`src/rtl/sram_d_arbiter.sv`:
```
// Two-master round-robin OBI arbiter for the SRAM data port.
// An ID FIFO of issuing masters steers each in-order response back to its owner.
module sram_d_arbiter #(
  parameter int MAX_OUTSTANDING = 2,
  parameter int CNT_W           = $clog2(MAX_OUTSTANDING + 1)
) (
  input  logic             clk_i,
  input  logic             rst_i,
  input  logic             m0_req_i,
  output logic             m0_gnt_o,
  input  logic [31:0]      m0_addr_i,
  input  logic             m0_we_i,
  input  logic [3:0]       m0_be_i,
  input  logic [31:0]      m0_wdata_i,
  output logic             m0_rvalid_o,
  output logic [31:0]      m0_rdata_o,
  input  logic             m1_req_i,
  output logic             m1_gnt_o,
  input  logic [31:0]      m1_addr_i,
  input  logic             m1_we_i,
  input  logic [3:0]       m1_be_i,
  input  logic [31:0]      m1_wdata_i,
  output logic             m1_rvalid_o,
  output logic [31:0]      m1_rdata_o,
  output logic             s_req_o,
  input  logic             s_gnt_i,
  output logic [31:0]      s_addr_o,
  output logic             s_we_o,
  output logic [3:0]       s_be_o,
  output logic [31:0]      s_wdata_o,
  input  logic             s_rvalid_i,
  input  logic [31:0]      s_rdata_i,
  output logic [CNT_W-1:0] outstanding_o,
  output logic             protocol_err_o
);

  localparam int PTR_W = (MAX_OUTSTANDING > 1) ? $clog2(MAX_OUTSTANDING) : 1;

  logic             r_fifo [MAX_OUTSTANDING];
  logic [PTR_W-1:0] r_wr_ptr;
  logic [PTR_W-1:0] r_rd_ptr;
  logic [CNT_W-1:0] r_occ;
  logic             r_last;
  logic             r_err;

  logic w_full;
  logic w_empty;
  logic w_sel;
  logic w_push;
  logic w_pop;
  logic w_head;

  assign w_full  = (r_occ == CNT_W'(MAX_OUTSTANDING));
  assign w_empty = (r_occ == '0);

  // NOTE: every always_comb output gets a default first, so no path can infer a latch.
  always_comb begin
    w_sel = 1'b0;
    if (m0_req_i && m1_req_i) begin
      w_sel = ~r_last;
    end else if (m1_req_i) begin
      w_sel = 1'b1;
    end
  end

  // With no requester, sel stays 0 so the slave sees M0's fields rather than X.
  assign s_req_o   = (m0_req_i | m1_req_i) & ~w_full;
  assign s_addr_o  = w_sel ? m1_addr_i  : m0_addr_i;
  assign s_we_o    = w_sel ? m1_we_i    : m0_we_i;
  assign s_be_o    = w_sel ? m1_be_i    : m0_be_i;
  assign s_wdata_o = w_sel ? m1_wdata_i : m0_wdata_i;

  assign m0_gnt_o = s_gnt_i & s_req_o & ~w_sel;
  assign m1_gnt_o = s_gnt_i & s_req_o &  w_sel;

  assign w_push = s_req_o & s_gnt_i;
  assign w_pop  = s_rvalid_i & ~w_empty;
  assign w_head = r_fifo[r_rd_ptr];

  assign m0_rvalid_o = w_pop & ~w_head;
  assign m1_rvalid_o = w_pop &  w_head;
  assign m0_rdata_o  = m0_rvalid_o ? s_rdata_i : '0;
  assign m1_rdata_o  = m1_rvalid_o ? s_rdata_i : '0;

  assign outstanding_o  = r_occ;
  assign protocol_err_o = r_err;

  // NOTE: sequential state uses non-blocking assignments so every register samples pre-edge values.
  always_ff @(posedge clk_i) begin
    if (rst_i) begin
      r_wr_ptr <= '0;
      r_rd_ptr <= '0;
      r_occ    <= '0;
      r_last   <= 1'b1;
      r_err    <= 1'b0;
    end else begin
      if (w_push) begin
        r_wr_ptr <= (r_wr_ptr == PTR_W'(MAX_OUTSTANDING - 1)) ? '0 : r_wr_ptr + 1'b1;
        r_last   <= w_sel;
      end
      if (w_pop) begin
        r_rd_ptr <= (r_rd_ptr == PTR_W'(MAX_OUTSTANDING - 1)) ? '0 : r_rd_ptr + 1'b1;
      end
      case ({w_push, w_pop})
        2'b10:   r_occ <= r_occ + 1'b1;
        2'b01:   r_occ <= r_occ - 1'b1;
        default: r_occ <= r_occ;
      endcase
      if (s_rvalid_i && w_empty) begin
        r_err <= 1'b1;
      end
    end
  end

  // NOTE: ID storage is not reset; the cleared pointers and occupancy make stale entries unreachable.
  always_ff @(posedge clk_i) begin
    if (w_push) begin
      r_fifo[r_wr_ptr] <= w_sel;
    end
  end

endmodule

```
`config.mk`:
```
export PLATFORM = sky130hd
export DESIGN_NAME = sram_d_arbiter
export DESIGN_NICKNAME = d
export VERILOG_FILES = /design/src/rtl/sram_d_arbiter.sv
export SDC_FILE = /design/constraint.sdc
export NUM_CORES = 1
export LEC_CHECK = 0
export ABC_AREA = 1
export CAP_MARGIN = 30
export CORE_AREA = 2 2 121 123
export DETAILED_ROUTE_END_ITERATION = 8
export DIE_AREA = 0 0 123 125
export PLACE_DENSITY = 0.55
export RECOVER_POWER = 100
export SLEW_MARGIN = 20
export SYNTH_ARGS = -nofsm -noshare
export SYNTH_HDL_FRONTEND = slang
export SYNTH_SLANG_ARGS = --single-unit
```
`constraint.sdc`:
```
create_clock -name clk_i -period 1.5 [get_ports clk_i]
set_input_delay 0.375 -clock clk_i [delete_from_list [all_inputs] [get_ports clk_i]]
set_output_delay 0.375 -clock clk_i [all_outputs]
set_load 0.1 [all_outputs]
```
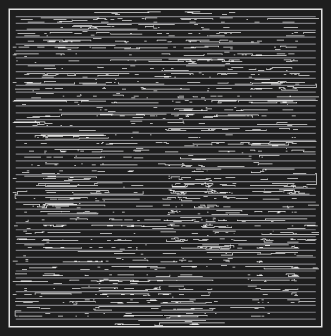
**Above:** signal wires on met1.
Supply wires on this layer in grey.
wire length on this layer: 4,490 µm
longest straight run: 35.9 µm
DR vias: 3,794
Global Route met1 Usage: 19.6%
wire length reported by the detailed router: 15.4 mm

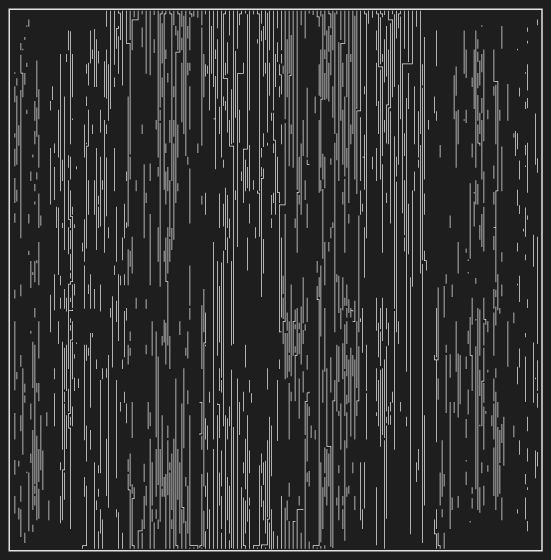
**Above:** the metal 2 layer.
share of all routed wire: 57%
main direction: vertical
met2 track demand over resource: 39.9%

==> results.txt <==
Figures from the implementation reports.

- For flop-to-flop paths, the worst setup slack is 0 ns.
- The number of sequential cells in the layout reads 9.
- In this run the worst path has a maximum fanout of 7.
- Ranked by total area, the top cell class in this layout is non-clock buffers.
- Ranked by total cell area, the synthesized netlist is headed by sky130_fd_sc_hd__nand2_1 (49%), sky130_fd_sc_hd__nor2_1 (17%), sky130_fd_sc_hd__inv_1 (10%), sky130_fd_sc_hd__dfxtp_1 (8.5%), sky130_fd_sc_hd__edfxtp_1 (3.6%).
- The register share of the cell area reads 1.96%.
- The post-route worst setup slack reads -0.426 ns.
- The count of standard-cell rows reads 44.
- The category of cells accounting for the largest share of critical-path delay is buffers and inverters.
- The number of failing setup endpoints in the final timing report reads 140.
- The first routing iteration left 29 violations.
- The capturing element type of the critical path is an output pin.
- The flow ran to the end, but the final reports show violations.
- The achievable clock frequency reads 519 MHz.
- The chip area reads 15,400 µm².
- Setup repair after global routing could not meet its margin everywhere.
- The dominant cell type by area after synthesis reads sky130_fd_sc_hd__nand2_1.
- The detailed-routed wire length on met2 reads 8.83 mm.
- The global-route usage over all layers is 20.1%.
- TritonCTS built the clock tree.
- The gate count of the mapped netlist reads 383.
- The number of warnings reported in the yosys synthesis log is 0.
- The required time at the worst-slack endpoint is 1.12 ns.
- For this floorplan the total number of well-tap instances is 184.
- Clock buffers in the final layout number 4.
- The net count reported at finish is 913.
- The synthesis stats list as the most numerous cell sky130_fd_sc_hd__nand2_1.
- The worst-skew pair later-pin latency reads 0.23 ns.
- The simple-gate area share of the yosys netlist is 68.4%.
- According to the floorplan report, the placeable core area is 14,200 µm².
- The switching power summed over all nets is 4760 µW.
- Non-clock inverters in the final layout number 47.
- The wire length of the first global-routing pass reads 24.0 mm.
- The number of buffers inserted by hold repair at cts reads 0.
- Of all flip-flops after synthesis, the portion carrying an async set or reset was 0%.
- The routed length on met3 reads 1.72 mm.
- The proportion of power drawn by flip-flops and latches reads 4.0%.
- In this run the number of H-tree levels came out at 1.
- In the final timing run, aggregate negative setup slack is -53.89 ns.
- In the hold report, the worst path ends at r_last$_SDFFE_PP1N_.
- The path length in cells of the critical path is 8.
- Per the detailed placement report, the placed cell area equals 9570 µm².
- The longest individual stage delay on the worst path reads 0.33 ns.
- The standby leakage power is 0.00400 µW.
- The clock-cell share of area reads 0.754%.
- The most frequent standard cell in the layout excluding fill and tap cells reads sky130_fd_sc_hd__clkdlybuf4s50_1.
- The worst setup skew after layout reads 0.00260 ns.
- Non-clock buffering takes up 52.6% of total cell area after layout.
- The launch point of the worst reg-to-reg path is outstanding_o[0]$_SDFFE_PP0P_.
- The worst-case vdd ir drop is 0.000395 V.
- The cell-mix breakdown from Yosys lists the compound-gate area share as 3.17%.
- The worst setup slack after placement is -0.889 ns.
- The slew at the pin closest to its max-slew limit reads 0.253 ns.
- The power report shows net switching accounting for 56.6% of the total.
- The timing report shows the most common cell along the critical path to be sky130_fd_sc_hd__buf_12.
- The remaining routing DRC violations is 0.
- Per the layout area report, the combinational gate area comes to 4210 µm².
- The final timing summary puts the cycle share of the worst path at 128%.
- The number of enable flip-flop cells is 2.
- Per the Yosys statistics, synthesis produced 383 cells.
- The post-synthesis instance area is 1660 µm².
- The die outline width reads 123 µm.
- The detailed router used layers up to and including met4.
- The type of the setup path with the least slack is reg2out.
- Yosys reports the multiplexer fraction of the synthesized area as 0%.
- The power in the clock group is 470 µW.
- The share of post-route cells with drive strength above 1 reads 65.3%.
- The synthesized netlist contains 16 unique library cells.
- The number of cells after detailed placement is 899.
- The share of total power dissipated in combinational logic is 90.4%.
- The number of stages on the worst hold path is 2.
- The relative max-transition margin reads 83.1%.
- The design internal power reads 3650 µW.
- Across all hold checks on the routed design, the worst slack comes to 0.493 ns.
- The checks that failed: setup timing.
- The sequential-cell power consumption is 333 µW.
- The clock share of power is 5.6%.
- Per the final timing report, the hold violations number 0.
- The layout overhead on the synthesized area reads 531%.
- The number of fill cells reads 950.
- The buffer and inverter count on the worst path reads 5.
- The number of antenna violations at the first check in global routing was 0.
- The mean routed wirelength per cell reads 16.8 µm.
- The die is 125 µm tall.
- The half-perimeter wire length after placement reads 13.3 mm.
- The timing startpoint of the critical path is r_last$_SDFFE_PP1N_.
- The termination of the worst setup path reads s_wdata_o[22].
- The top cell type's share of synthesized area reads 49.2%.
- The most used flip-flop cell after synthesis is sky130_fd_sc_hd__dfxtp_1.
- Yosys reported a register bit count of 9.
- The quantity of I/O buffers inserted on ports reads 316.
- Per the post-synthesis stats, the area per cell is 4.32 µm².
- The post-synthesis chip area from yosys reads 1660 µm².
- In the layout the commonest cells are sky130_fd_sc_hd__clkdlybuf4s50_1 (171), sky130_fd_sc_hd__buf_12 (154), sky130_fd_sc_hd__nand2_8 (138).
- In this run the clock root is driven by a sky130_fd_sc_hd__clkbuf_16.
- The number of sinks driven by the clock tree is 9.
- The total I/O pin count reads 317.
- The number of buffers added by the clock tree synthesis step reads 3.
- For reference, full adder, half adder and majority cells occupy 0.756% of the area reported after synthesis.
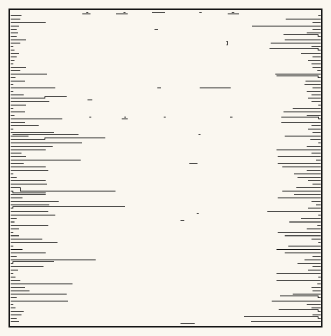
**Above:** metal 3.
share of all routed wire: 11%
main direction: horizontal
GR Util met3: 6.16%

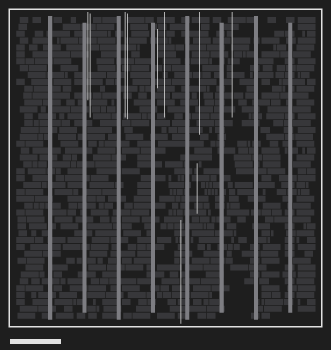
**Above:** the metal 4 layer.
Scale bar: 20 µm. Supply wires on this layer in grey. Cells faint in the background.
nets with wire on the layer: 10
share of all routed wire: 2.4%

Power figures rest on the tool's default switching activity, not on a simulated workload.
